File: config.mk
export PLATFORM = sky130hd
export DESIGN_NAME = dds_ctrl
export DESIGN_NICKNAME = d
export VERILOG_FILES = /design/src/rtl/dds_pkg.sv /design/src/rtl/dds_dwell_timer.sv /design/src/rtl/dds_ctrl.sv
export SDC_FILE = /design/constraint.sdc
export NUM_CORES = 1
export LEC_CHECK = 0
export ABC_AREA = 1
export CAP_MARGIN = 20
export CORE_ASPECT_RATIO = 2
export CORE_MARGIN = 4
export CORE_UTILIZATION = 35
export DETAILED_ROUTE_END_ITERATION = 7
export HOLD_SLACK_MARGIN = 0.05
export PLACE_DENSITY_LB_ADDON = 0.05
export SLEW_MARGIN = 5
export SYNTH_ARGS = -nofsm -noshare
export SYNTH_HDL_FRONTEND = slang
export SYNTH_HIERARCHICAL = 1
export SYNTH_SLANG_ARGS = --single-unit
File: constraint.sdc
create_clock -name clk -period 2.2 [get_ports clk]
set_input_delay 0.55 -clock clk [delete_from_list [all_inputs] [get_ports clk]]
set_output_delay 0.55 -clock clk [all_outputs]
set_load 0.05 [all_outputs]
File: src/rtl/dds_pkg.sv
// Shared widths, waveform codes and FSM encodings for the DDS front-panel controller.
package dds_pkg;

    localparam int FREQ_W = 12;
    localparam int WAVE_W = 2;

    localparam logic [WAVE_W-1:0] WAVE_SINE = 2'd0;
    localparam logic [WAVE_W-1:0] WAVE_SQU  = 2'd1;
    localparam logic [WAVE_W-1:0] WAVE_TRI  = 2'd2;
    localparam logic [WAVE_W-1:0] WAVE_SAW  = 2'd3;

    typedef enum logic [1:0] {
        ST_MANUAL     = 2'd0,
        ST_SWEEP_UP   = 2'd1,
        ST_SWEEP_DOWN = 2'd2
    } state_t;

endpackage

File: src/rtl/dds_dwell_timer.sv
// Free-running dwell counter: tick is high in the cycle the counter sits at DWELL-1 while enabled.
// Combinational tick, so the step lands on the same edge the counter wraps; clr suppresses it.
module dds_dwell_timer #(
    parameter int DWELL = 10000
) (
    input  logic clk,
    input  logic rst_n,
    input  logic en,
    input  logic clr,
    output logic tick
);

    localparam int              CNT_W = (DWELL > 1) ? $clog2(DWELL) : 1;
    localparam logic [CNT_W-1:0] LAST = CNT_W'(DWELL - 1);

    logic [CNT_W-1:0] r_cnt;
    logic             w_last;

    assign w_last = (r_cnt == LAST);
    assign tick   = en & ~clr & w_last;

    always_ff @(posedge clk or negedge rst_n) begin
        if (!rst_n) begin
            r_cnt <= '0;
        end else if (clr) begin
            r_cnt <= '0;
        end else if (en) begin
            r_cnt <= w_last ? '0 : r_cnt + CNT_W'(1);
        end
    end

endmodule

File: src/rtl/dds_ctrl.sv
// Front-panel controller: button pulses -> saturating freq_ctl, wave_selector and a triangular sweep.
// All outputs registered; a pulse sampled at edge k is visible after edge k, update high for one cycle.
module dds_ctrl
    import dds_pkg::*;
#(
    parameter logic [FREQ_W-1:0] FREQ_MIN = 12'd1,
    parameter logic [FREQ_W-1:0] FREQ_MAX = 12'd1000,
    parameter logic [FREQ_W-1:0] STEP     = 12'd10,
    parameter int                DWELL    = 10000
) (
    input  logic              clk,
    input  logic              rst_n,
    input  logic              btn_up,
    input  logic              btn_down,
    input  logic              btn_wave,
    input  logic              btn_sweep,
    output logic [FREQ_W-1:0] freq_ctl,
    output logic [WAVE_W-1:0] wave_selector,
    output logic              sweeping,
    output logic              update
);

    state_t            r_state;
    state_t            w_state_nxt;
    logic [FREQ_W-1:0] r_freq;
    logic [FREQ_W-1:0] w_freq_nxt;
    logic [WAVE_W-1:0] r_wave;
    logic [WAVE_W-1:0] w_wave_nxt;
    logic              r_sweeping;
    logic              r_update;
    logic              w_tick;
    logic              w_in_sweep;

    // One extra bit so freq+STEP can never wrap before the saturation compare.
    logic [FREQ_W:0]   w_freq13;
    logic [FREQ_W:0]   w_up_sum;
    logic [FREQ_W:0]   w_max13;
    logic [FREQ_W:0]   w_floor13;

    assign w_freq13   = {1'b0, r_freq};
    assign w_up_sum   = w_freq13 + {1'b0, STEP};
    assign w_max13    = {1'b0, FREQ_MAX};
    assign w_floor13  = {1'b0, FREQ_MIN} + {1'b0, STEP};
    assign w_in_sweep = (r_state != ST_MANUAL);

    dds_dwell_timer #(
        .DWELL (DWELL)
    ) u_dwell (
        .clk   (clk),
        .rst_n (rst_n),
        .en    (w_in_sweep),
        .clr   (btn_sweep),
        .tick  (w_tick)
    );

    always_comb begin
        w_state_nxt = r_state;
        w_freq_nxt  = r_freq;
        w_wave_nxt  = btn_wave ? r_wave + WAVE_W'(1) : r_wave;
        case (r_state)
            ST_MANUAL: begin
                if (btn_sweep) begin
                    w_state_nxt = ST_SWEEP_UP;
                end else if (btn_up && !btn_down) begin
                    w_freq_nxt = (w_up_sum >= w_max13) ? FREQ_MAX : w_up_sum[FREQ_W-1:0];
                end else if (btn_down && !btn_up) begin
                    w_freq_nxt = (w_freq13 >= w_floor13) ? r_freq - STEP : FREQ_MIN;
                end
            end
            ST_SWEEP_UP: begin
                if (btn_sweep) begin
                    w_state_nxt = ST_MANUAL;
                end else if (w_tick) begin
                    if (w_up_sum >= w_max13) begin
                        w_freq_nxt  = FREQ_MAX;
                        w_state_nxt = ST_SWEEP_DOWN;
                    end else begin
                        w_freq_nxt = w_up_sum[FREQ_W-1:0];
                    end
                end
            end
            ST_SWEEP_DOWN: begin
                if (btn_sweep) begin
                    w_state_nxt = ST_MANUAL;
                end else if (w_tick) begin
                    if (w_freq13 <= w_floor13) begin
                        w_freq_nxt  = FREQ_MIN;
                        w_state_nxt = ST_SWEEP_UP;
                    end else begin
                        w_freq_nxt = r_freq - STEP;
                    end
                end
            end
            default: w_state_nxt = ST_MANUAL;
        endcase
    end

    always_ff @(posedge clk or negedge rst_n) begin
        if (!rst_n) begin
            r_state    <= ST_MANUAL;
            r_freq     <= FREQ_MIN;
            r_wave     <= WAVE_SINE;
            r_sweeping <= 1'b0;
            r_update   <= 1'b0;
        end else begin
            r_state    <= w_state_nxt;
            r_freq     <= w_freq_nxt;
            r_wave     <= w_wave_nxt;
            r_sweeping <= (w_state_nxt != ST_MANUAL);
            r_update   <= (w_freq_nxt != r_freq) || (w_wave_nxt != r_wave);
        end
    end

    assign freq_ctl      = r_freq;
    assign wave_selector = r_wave;
    assign sweeping      = r_sweeping;
    assign update        = r_update;

endmodule

**Run 1: clock routing**

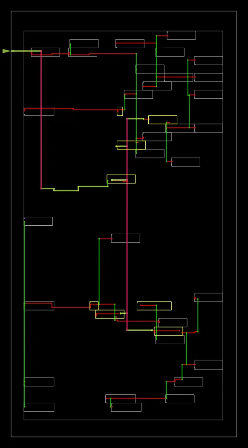
Clk. pwr: 823 uW
cts bufs inserted: 5
# clk buffers: 5
Flops: 32
clock net sink count: 32

**Run 1: gate families picked out**

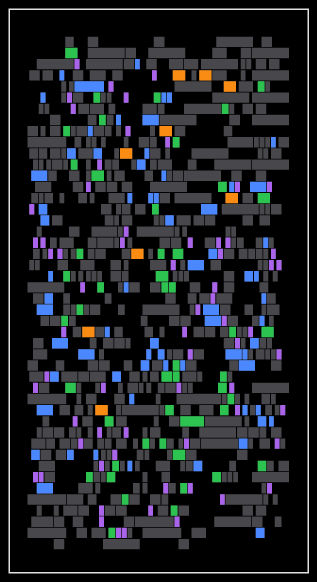
colour	family	cells	most used
blue	NOR gates	67	nor2_1
purple	inverters	65	inv_1
orange	XOR/XNOR gates	9	xor2_1
green	inverting AOI/OAI gates	48	o21ai_0

==> run summary, run 1 <==
Die Y - 137 microns
Synth Area per Inst - 6.01 sq um
Ys Warns - 6
Yosys reg bits - 32
count of library flops with an enable pin - 0
top-count cell post-synth - nand2_1
Adder Area Share - 1.29%
unrepaired setup endpoints after global routing - true
Final #Nets - 639
post-route clock period utilization - 106%
Log Warnings - 29
GP Congestion - 0.941
CTS tree - yes
detailed placer's ending HPWL - 10.1 mm
Fill cells - 825
layout cells sized above 1 - 39.3%
total power draw - 5.49 mW
status - complete, but fails checks
Final Util - 57.3%
Die Size - 0.00993 sq mm
Top logic family - simple AND/OR/NAND/NOR gates
net count after synthesis - 493
placed cells - 704
M1 WL - 3.80 mm
Placed Area - 0.00402 sq mm
Crit Path Class - input pin to flop
and+or+nand+nor area frac - 49.7%
Die W - 72.5 microns
count of final setup violators - 1
Clock transition at path regs - 0.06 ns
cell taking the most area after synthesis - dfrtp_1
crit-path cells - clkdlybuf4s50_1 > nand2_2 > inv_2 > nor2_1 > buf_4 > nand2_1 > nand2_4 > buf_4 > nand3_1 > o21ai_1 > inv_1 > nand2_1 > nand3_2 > nand2_2 > nor2_4 > nand2_2 > nor2_2 > nand3_1
initial antenna violation count - 0
post-synthesis compound-gate area fraction - 9.37%
Max Cap Viol - 0
Max FO, Critical Path - 3
Post-Synthesis Cells - 484
GRT Util Overall - 27.2%
setup ws final - -0.129 ns
CP Launch Type - input pin
non-filler instance count after layout - 727
XOR Share, Synth - 2.71%
failing checks - setup timing
Post-synth ARST share - 100%
top post-synthesis cells by count - nand2_1, inv_1, nand3_1
**Run 1: supply network**

Pins as bars on the die edge.
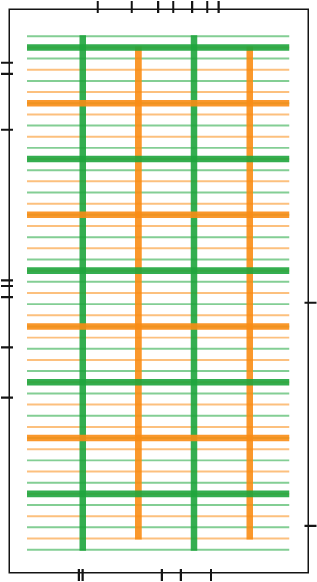
colour	net
green	VSS
orange	VDD
rows	46
met4 straps	4
met5 straps	9

## run 1: per-stage QoR
stage / TNS [ns] / hold WS [ns]
final: -0.129 / 0.369
after global routing: -0.348 / 0.421
after CTS: -0.100 / 0.391
after detailed placement: -2.51 / 0.469
after global placement: -2.53 / 0.462
after floorplan: 0 / 0.254
## run 1: critical path, delay by kind of cell
| family | cells | cell delay (ns) |
|---|---|---|
| AND/OR/NAND/NOR | 12 | 0.96 |
| buffers and inverters | 5 | 0.92 |
| AND-OR/OR-AND | 1 | 0.07 |
## run 1: layout make-up
type	instances	area [sq um]	area share [%]
Clock buffer	5	125	2.73
Clock inverter	3	42.5	0.928
Timing Repair Buffer	143	1100	24.0
Multi-Input combinational cell	383	2150	46.8
Inverter	65	244	5.32
Tap cell	96	120	2.62
Sequential cell	32	808	17.6
## run 1: cell usage in the layout, fill, tap and decap left out, types with 4 or more instances in the layout
master / count
nand2_1: 150
buf_4: 131
inv_1: 55
nand3_1: 44
nor2_1: 31
dfrtp_1: 26
nand2_2: 21
nor2_2: 19
o21ai_0: 17
nor2_4: 14
nand3_2: 14
nand4_1: 13
inv_2: 9
nand2_4: 8
o22ai_1: 8
clkdlybuf4s50_1: 8
xor2_1: 7
o21ai_1: 7
a21oi_1: 6
clkbuf_16: 5
dfrtp_2: 5
o21ai_2: 4
## run 1: where the power goes
| part | switching (mW) | internal, mW | total [mW] |
|---|---|---|---|
| registers | 0.148 | 0.742 | 0.890 |
| clock network | 0.291 | 0.532 | 0.823 |
| logic | 2.31 | 1.46 | 3.78 |
| total | 2.75 | 2.74 | 5.49 |
## run 1: timing repair
action                     CTS  global route
gates resized               43            41
buffers inserted             9             5
pin swaps                   16            37
gates cloned                 1             0
setup endpoints to repair    4             6
## run 1: state kept, by name (all words and copies together) (netlist names)
signal         count
freq_ctl          12
r_state            2
sweeping           1
u_dwell/r_cnt     14
update             1
wave_selector      2
## run 1: final timing paths
check                                        endpoint  slack (ns)  cells after the start
min reg2reg                wave_selector[1]$_DFF_PN0_        0.47                      1
max reg2reg                          update$_DFF_PN0_       -0.11                     19
max                                  update$_DFF_PN0_       -0.13                     18
min                             freq_ctl[1]$_DFF_PN0_        0.37                      1
min in group clk           wave_selector[1]$_DFF_PN0_        0.47                      1
max in group asynchronous       freq_ctl[6]$_DFF_PN0_        1.24                      1
## run 1: per-layer routing
metal / vias up / track usage [%]
met3: 67 / 3.24
li1: 1849 / -
met5: - / 0
met1: 1769 / 23.0
met4: 0 / 22.7
met2: 109 / 53.2
## run 1: cells by family (layout without fill, tap and decap cells)
family / count (synthesis) / after routing
xor+xnor: 9 / 9
simple gates: 322 / 323
flops: 32 / 32
compound gates: 48 / 48
buf+inv: 70 / 216
fa+ha+maj: 3 / 3
==> run 2: changes to the inputs <==
- SYNTH_HIERARCHICAL: 1 -> not set
==> run summary, run 2 <==
setup ws final - -0.105 ns (was -0.129 ns)
count of library flops with an enable pin - 0 (unchanged)
Clock transition at path regs - 0.06 ns (about the same)
reg2reg path depth - 19 (unchanged)
end of the critical path - update$_DFF_PN0_ (unchanged)
post-route clock period utilization - 105% (was 106%)
Largest register FFs - 14 (unchanged)
CTS tree - yes (unchanged)
top post-synthesis cells by count - nand2_1, nand3_1, inv_1 (was nand2_1, inv_1, nand3_1)
CP Launch Type - flop (was input pin)
Clk pwr share - 15.5% (was 15.0%)
cts bufs inserted - 5 (unchanged)
switch share - 48.6% (was 50.1%)
Post-Synthesis Cells - 501 (was 484)
Biggest register - u_dwell.r_cnt (was u_dwell/r_cnt)
Final #Nets - 637 (was 639)
Die Y - 140 microns (was 137 microns)
initial antenna violation count - 0 (unchanged)
non-filler instance count after layout - 727 (unchanged)
Ys Warns - 0 (was 6)
Die W - 73.8 microns (was 72.5 microns)
Fill cells - 876 (was 825)
failing checks - setup timing (unchanged)
Die Size - 0.0103 sq mm (was 0.00993 sq mm)
Worst R2R Setup Slack - -0.10 ns (was -0.11 ns)
count of final setup violators - 1 (unchanged)
layout cells sized above 1 - 34.7% (was 39.3%)
detailed placer's ending HPWL - 9.72 mm (was 10.1 mm)
Comb pwr share - 68.1% (was 68.8%)
Post-synth ARST share - 100% (unchanged)
worst flop-to-flop path endpoint - update$_DFF_PN0_ (unchanged)
status - complete, but fails checks (unchanged)
Flop pwr share - 16.4% (was 16.2%)
GRT Util Overall - 24.8% (was 27.2%)
Max FO, Critical Path - 4 (was 3)
net count after synthesis - 510 (was 493)
unrepaired setup endpoints after global routing - true (unchanged)
most frequent cells in the layout - nand2_1, buf_4, inv_1, nand3_1, nor2_1 (was nand2_1, buf_4, inv_1)
cell taking the most area after synthesis - dfrtp_1 (unchanged)
Synth Area per Inst - 6.04 sq um (was 6.01 sq um)
placed cells - 707 (was 704)
Max Cap Viol - 0 (unchanged)
multi-input logic area - 0.00213 sq mm (was 0.00215 sq mm)
GP Congestion - 0.921 (was 0.941)
==> run 2: cell types whose count changed after synthesis, moves of 3 or more <==
cell     previous run  this run
nand2_1           169       159
nor2_1             49        42
nand3_1            59        65
nand2_2             7        12
inv_2               3         7
nor2_2             10        14
a21oi_1             8        11
nand3_2             1         4
nor2_4              4         1
o21a_1              0         3
o21ai_1             3         6
==> run 2: logic make-up after synthesis <==
| kind of cell | after synthesis | synth area share (%) |
|---|---|---|
| xor gates and xnor gates | 10 | 2.89 |
| DFF | 32 | 26.5 |
| and+or+nand+nor | 318 | 47.9 |
| AOI/OAI and AO/OA | 59 | 11.3 |
| buffers and inverters | 79 | 10.2 |
| adders and majority gates | 3 | 1.24 |
==> run 2: final cells by class <==
type | count | area share, %
Multi-Input combinational cell | 390 | 47.1
Timing Repair Buffer | 128 | 22.4
Sequential cell | 32 | 17.9
Inverter | 71 | 6.11
Clock buffer | 5 | 2.76
Tap cell | 98 | 2.71
Clock inverter | 3 | 1.02
==> run 2: power groups by stage <==
| stage | clock (mW) | combinational (mW) | sequential (mW) |
|---|---|---|---|
| finish | 0.825 | 3.62 | 0.873 |
| global route | 0.870 | 3.96 | 0.893 |
| CTS | 0.845 | 3.38 | 0.858 |
| detailed placement | 0 | 3.16 | 0.861 |
| global placement | 0 | 3.17 | 0.858 |
| floorplan | 0 | 1.41 | 1.26 |
==> run 2: timing repair <==
action                                 in CTS  in global routing
resized                                    28                 40
pin swaps                                  10                 20
setup endpoints to repair                   3                  9
endpoints found under the hold margin       0                  0
buffers inserted                            6                  6
==> run 2: worst min-delay path by stage <==
stage / from / to / slack, ns / cells past startpoint
final: rst_n / wave_selector[1]$_DFF_PN0_ / 0.35 / 1
after global routing: rst_n / wave_selector[0]$_DFF_PN0_ / 0.40 / 1
after CTS: rst_n / wave_selector[1]$_DFF_PN0_ / 0.37 / 1
after detailed placement: wave_selector[1]$_DFF_PN0_ / wave_selector[1]$_DFF_PN0_ / 0.46 / 1
after global placement: wave_selector[1]$_DFF_PN0_ / wave_selector[1]$_DFF_PN0_ / 0.46 / 1
after floorplan: rst_n / freq_ctl[10]$_DFF_PN0_ / 0.25 / 0
==> run 2: per-layer routing <==
layer	track usage (%)	vias to the layer above	wire length, microns
met4	16.0	0	883
li1	-	1863	-
met3	2.31	46	239
met2	47.1	81	6810
met1	23.8	1761	4020
met5	0	-	0
==> run 2: stage by stage <==
stage               TNS [ns]  power, mW  util (%)  instance area, sq um
floorplan                  0       2.67         -                  3040
global placement       -1.18       4.02      48.0                  4010
detailed placement     -1.34       4.02      48.0                  4010
CTS                  -0.0984       5.09      51.5                  4300
global route          -0.306       5.72      54.2                  4530
finish                -0.105       5.32      54.2                  4530
==> run 2: worst max-delay path: stages (launching register included) <==
cell,delay (ns)
dfrtp_2,0.43
buf_6,0.13
inv_4,0.06
ha_4,0.13
inv_4,0.03
nand2_4,0.07
inv_4,0.04
nor2_4,0.13
buf_6,0.13
nand3_1,0.06
nand3_1,0.09
nand2_1,0.05
nand3_1,0.10
nand3_2,0.10
nand3_2,0.06
nand4_1,0.21
nor2_2,0.15
nand2_1,0.06
nor2_1,0.08
nand3_1,0.07
**Run 2: clock routing**

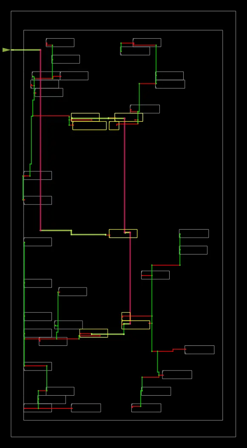
clk_lat worst skew: 0.29 ns
Clk. pwr: 825 uW
Max Clock Skew: 0.00741 ns

**Run 2: sequential cells coloured by netlist name**

Other sequential cells in the stronger grey, the rest of the logic in the fainter grey.
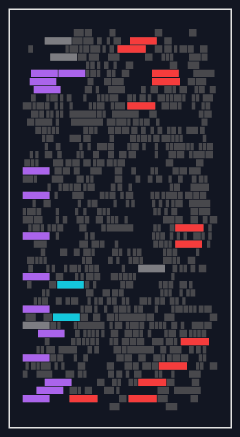
colour	netlist name	placed flops
purple	u_dwell.r_cnt	14
cyan	r_state	2
red	freq_ctl	12
not coloured	4

Power is estimated from default activity; no workload was simulated.
